$ cat config.mk
export PLATFORM = sky130hd
export DESIGN_NAME = rename_free_list
export DESIGN_NICKNAME = d
export VERILOG_FILES = /design/src/rtl/rename_free_list.sv
export SDC_FILE = /design/constraint.sdc
export NUM_CORES = 1
export LEC_CHECK = 0
export CORE_UTILIZATION = 30
export CTS_CLUSTER_DIAMETER = 50
export CTS_CLUSTER_SIZE = 24
export DETAILED_ROUTE_END_ITERATION = 6
export MAX_ROUTING_LAYER = met4
export SYNTH_ARGS = -nofsm -noshare
export SYNTH_HDL_FRONTEND = slang
export SYNTH_SLANG_ARGS = --single-unit
$ cat constraint.sdc
create_clock -name clk -period 7.55 [get_ports clk]
set_clock_uncertainty 0.1 [all_clocks]
set_input_delay 1.51 -clock clk [delete_from_list [all_inputs] [get_ports clk]]
set_output_delay 1.51 -clock clk [all_outputs]
set_load 0.05 [all_outputs]
$ cat src/rtl/rename_free_list.sv
`default_nettype none
// ============================================================================
// Module   : rename_free_list
// Purpose  : Circular free list of physical-register tags for a rename stage.
//            Multi-lane all-or-nothing allocation (first-word-fall-through),
//            compacted multi-lane release, and read-pointer rewind for
//            misprediction recovery, with sticky overflow/revert error flags.
// Revision : 1.0 - initial release
// ============================================================================
module rename_free_list #(
  parameter int WIDTH      = 6,
  parameter int DEPTH      = 64,
  parameter int ALLOC_W    = 2,
  parameter int FREE_W     = 2,
  parameter int INIT_BASE  = 32,
  parameter int INIT_COUNT = 32
) (
  input  logic                            clk,
  input  logic                            rst_n,
  input  logic [$clog2(ALLOC_W+1)-1:0]    alloc_cnt,
  output logic                            alloc_grant,
  output logic [ALLOC_W*WIDTH-1:0]        alloc_tag,
  input  logic [FREE_W-1:0]               free_valid,
  input  logic [FREE_W*WIDTH-1:0]         free_tag,
  input  logic                            revert,
  input  logic [$clog2(DEPTH+1)-1:0]      revert_cnt,
  output logic [$clog2(DEPTH+1)-1:0]      count,
  output logic                            empty,
  output logic                            full,
  output logic                            err_overflow,
  output logic                            err_revert
);

  localparam int PW = $clog2(DEPTH);
  localparam int CW = $clog2(DEPTH + 1);
  // Extra headroom so occupancy sums never wrap before comparison.
  localparam int XW = CW + 2;

  logic [WIDTH-1:0] mem [DEPTH];
  logic [PW-1:0]    r_ptr;
  logic [PW-1:0]    w_ptr;

  logic [XW-1:0]     cnt_x;
  logic [XW-1:0]     alloc_x;
  logic [XW-1:0]     space_x;
  logic [XW-1:0]     nfree_x;
  logic [XW-1:0]     acc_x;
  logic [XW-1:0]     rev_x;
  logic [XW-1:0]     lane_pre [FREE_W];
  logic [FREE_W-1:0] lane_ok;
  logic              rev_ok;
  logic              overflow;

  // Grant, free-lane compaction/acceptance and revert acceptance, all from registered count.
  always_comb begin
    cnt_x       = XW'(count);
    alloc_grant = !revert && (alloc_cnt != '0) && (XW'(alloc_cnt) <= cnt_x);
    alloc_x     = alloc_grant ? XW'(alloc_cnt) : '0;
    space_x     = XW'(DEPTH) - cnt_x + alloc_x;
    nfree_x     = '0;
    acc_x       = '0;
    lane_ok     = '0;
    for (int k = 0; k < FREE_W; k++) begin
      lane_pre[k] = nfree_x;
      lane_ok[k]  = free_valid[k] && (nfree_x < space_x);
      if (lane_ok[k])    acc_x   = acc_x + XW'(1);
      if (free_valid[k]) nfree_x = nfree_x + XW'(1);
    end
    overflow = (nfree_x > space_x);
    rev_ok   = revert && ((XW'(revert_cnt) + cnt_x + acc_x) <= XW'(DEPTH));
    rev_x    = rev_ok ? XW'(revert_cnt) : '0;
  end

  // Tag storage: preload the initial tag range on reset, write accepted frees compacted from w_ptr.
  always_ff @(posedge clk or negedge rst_n) begin
    if (!rst_n) begin
      for (int i = 0; i < DEPTH; i++) begin
        mem[i] <= (i < INIT_COUNT) ? WIDTH'(INIT_BASE + i) : '0;
      end
    end else begin
      for (int k = 0; k < FREE_W; k++) begin
        if (lane_ok[k]) begin
          mem[w_ptr + PW'(lane_pre[k])] <= free_tag[k*WIDTH +: WIDTH];
        end
      end
    end
  end

  // Pointers, occupancy and sticky error flags; revert outranks allocation.
  always_ff @(posedge clk or negedge rst_n) begin
    if (!rst_n) begin
      r_ptr        <= '0;
      w_ptr        <= PW'(INIT_COUNT % DEPTH);
      count        <= CW'(INIT_COUNT);
      err_overflow <= 1'b0;
      err_revert   <= 1'b0;
    end else begin
      if (rev_ok) begin
        r_ptr <= r_ptr - PW'(revert_cnt);
      end else if (alloc_grant) begin
        r_ptr <= r_ptr + PW'(alloc_cnt);
      end
      w_ptr        <= w_ptr + PW'(acc_x);
      count        <= CW'(cnt_x - alloc_x + acc_x + rev_x);
      err_overflow <= err_overflow | overflow;
      err_revert   <= err_revert | (revert & ~rev_ok);
    end
  end

  // First-word-fall-through view of the next ALLOC_W entries.
  for (genvar k = 0; k < ALLOC_W; k++) begin : g_alloc
    assign alloc_tag[k*WIDTH +: WIDTH] = mem[r_ptr + PW'(k)];
  end

  assign empty = (count == '0);
  assign full  = (count == CW'(DEPTH));

endmodule
`default_nettype wire

==> images/floorplan.png <==
Scale bar: 100 µm. Pins as bars on the die edge.
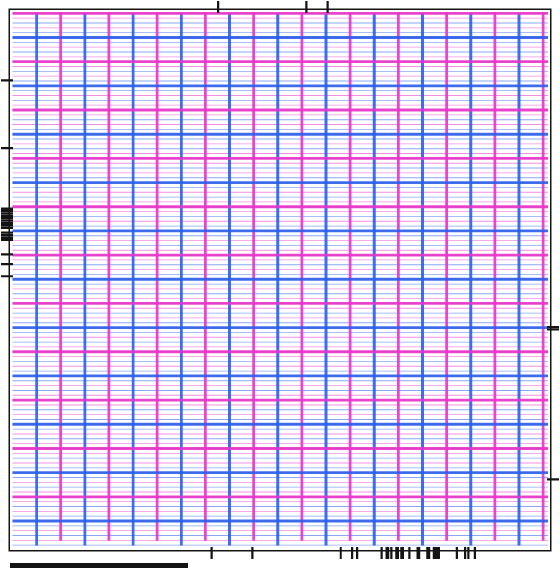
net	color
VSS	blue
VDD	magenta
met4 straps	22
signal pins	50
met5 straps	22
Die Span Y: 304 µm
Worst IR Drop VDD: 0.648 mV

==> images/class_map.png <==
Scale bar: 100 µm.
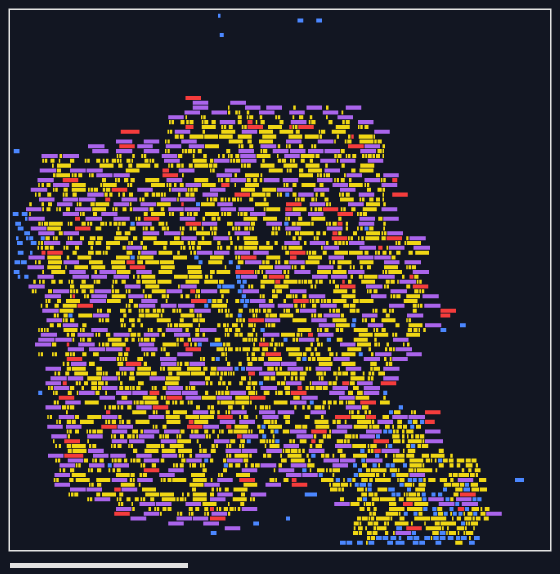
class	color	cells
remaining buffers and delay cells	blue	169
registers	purple	405
clock drivers and dummy loads	red	105
remaining logic cells	yellow	1890
final cell utilization of the core: 34.6%
row count: 110

==> images/clock_wires.png <==
Scale bar: 100 µm.
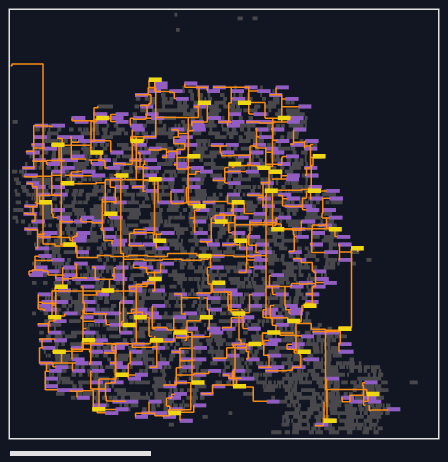
[clock-net drivers] yellow | count: 56
[clock wires] orange | length: 6380 µm
[flip-flops] purple | count: 405
routed clock nets	57

==> run_results.csv <==
group,metric,value,unit
power_and_ir_drop,total_power,17.1,mW
power_and_ir_drop,share_seq_of_total_power,25.3,%
layout,layout.filler_cells,8863,
min_path,hp_class,"flop to flop",
logic_synthesis,synthTopLogicFamily,"multiplexers",
timing,unrepaired_setup_endpoints_after_global_routing,"true",
min_path,hold_path_startpoint,"err_overflow",
logic_synthesis,syn-num-nets,2672,
placed_design,io_buffers,49,
clock_network,cts_max_level,2,
logic_synthesis,ys_sh_aoi,19.0,%
run,cap_violations,0,
critical_path,worst_r2r_path_depth,35,
layout,final_cell_count_no_fill,3749,
clock_network,cts.sinks,405,
clock_network,post_cts_hold_buffer_count,0,
timing,fin_ws,0.102,ns
global_routing,grt_pass1_wl,151000,µm
power_and_ir_drop,power_report.internal_total,9.59,mW
logic_synthesis,ys_cells,2591,
layout,seq-cell-share,33.0,%
min_path,hold-path-endpoint,"err_overflow",
floorplanning,i_o_pin_count,50,
outcome,outcome,"complete, no violations",
route,wl_met1,39600,µm
power_and_ir_drop,swShare,44.0,%
power_and_ir_drop,powerClk,2.77,mW
critical_path,critical_path_buf_inv_count,6,
route,highest-signal-layer,"met4",
logic_synthesis,sequential_fraction_of_the_synthesis_area,37.6,%
global_routing,most_heavily_used_metal_layer_in_global_routing,"met2",
timing,worst_slew_pin_slew,1.31,ns
critical_path,r2r_setup_slack,0.58,ns
timing,finalHoldViolCount,0,
timing,worst_relative_slew_slack,12.4,%
layout,num-nets-final,2603,
timing,min_period_over_period,98.6,%
critical_path,timing.rr.end,"count[6]",
global_routing,antenna_found_initial,4,
placed_design,placed_area,29100,µm²
route,drc,0,
placed_design,pre_cts_ws,-1.25,ns
timing,finalSetupViolations,0,
global_routing,maximum_number_of_pins_on_one_net_before_global_route_repair,169,
layout,flow.area_growth_from_synthesis,14.0,%
power_and_ir_drop,power.combinational.fraction,58.5,%
route,route.antenna.remaining_nets,0,
route,route.vias.total,23246,
power_and_ir_drop,power.sequential.total,4.34,mW
critical_path,worstSetupStartpointType,"input pin",
layout,num-clock-buffers,59,
route,drt_pre_antenna_iters,6,
timing,final_period_minus_worst_setup_slack,7.45,ns
layout,number_of_flip_flops_in_the_largest_register,384,
layout,layout.area.comb,15900,µm²
logic_synthesis,muxShareOfSynthArea,22.2,%
route,finalWirelength,101000,µm
layout,top_register,"mem",
route,met3_wirelength,11700,µm
clock_network,tritoncts,"built",
clock_network,postCtsSetupBuffers,7,
logic_synthesis,synth_area_per_cell,10.5,µm²
layout,final_cell_mix,"sky130_fd_sc_hd__nor2_1, sky130_fd_sc_hd__a21oi_1, sky130_fd_sc_hd__a22oi_1",
route,met2_length,44500,µm
power_and_ir_drop,comb-power,10.0,mW
logic_synthesis,topCellsByArea,"sky130_fd_sc_hd__dfrtp_1, sky130_fd_sc_hd__mux4_2, sky130_fd_sc_hd__dfstp_2, sky130_fd_sc_hd__a22oi_1, sky130_fd_sc_hd__a21oi_1",
logic_synthesis,yosys_register_bits,405,
clock_network,cts.clk_slew.worst_paths,0.06,ns
power_and_ir_drop,pwr_top,"combinational cells",
logic_synthesis,most_repeated_cell_in_the_gate_level_netlist_after_synthesis,"sky130_fd_sc_hd__nor2_1",
floorplanning,chip_area,92300,µm²
logic_synthesis,ys_warn_count,0,
power_and_ir_drop,total_switching_power,7.53,mW
route,initialDrtViolationCount,3296,
critical_path,cp_num_cells,35,
critical_path,worstSetupEndpointType,"flop",
critical_path,timing.critical_path.slowest_stage_cell,"sky130_fd_sc_hd__fa_1",
logic_synthesis,synth-main-ff-cell,"sky130_fd_sc_hd__dfrtp_1",
Power figures rest on the tool's default switching activity, not on a simulated workload.
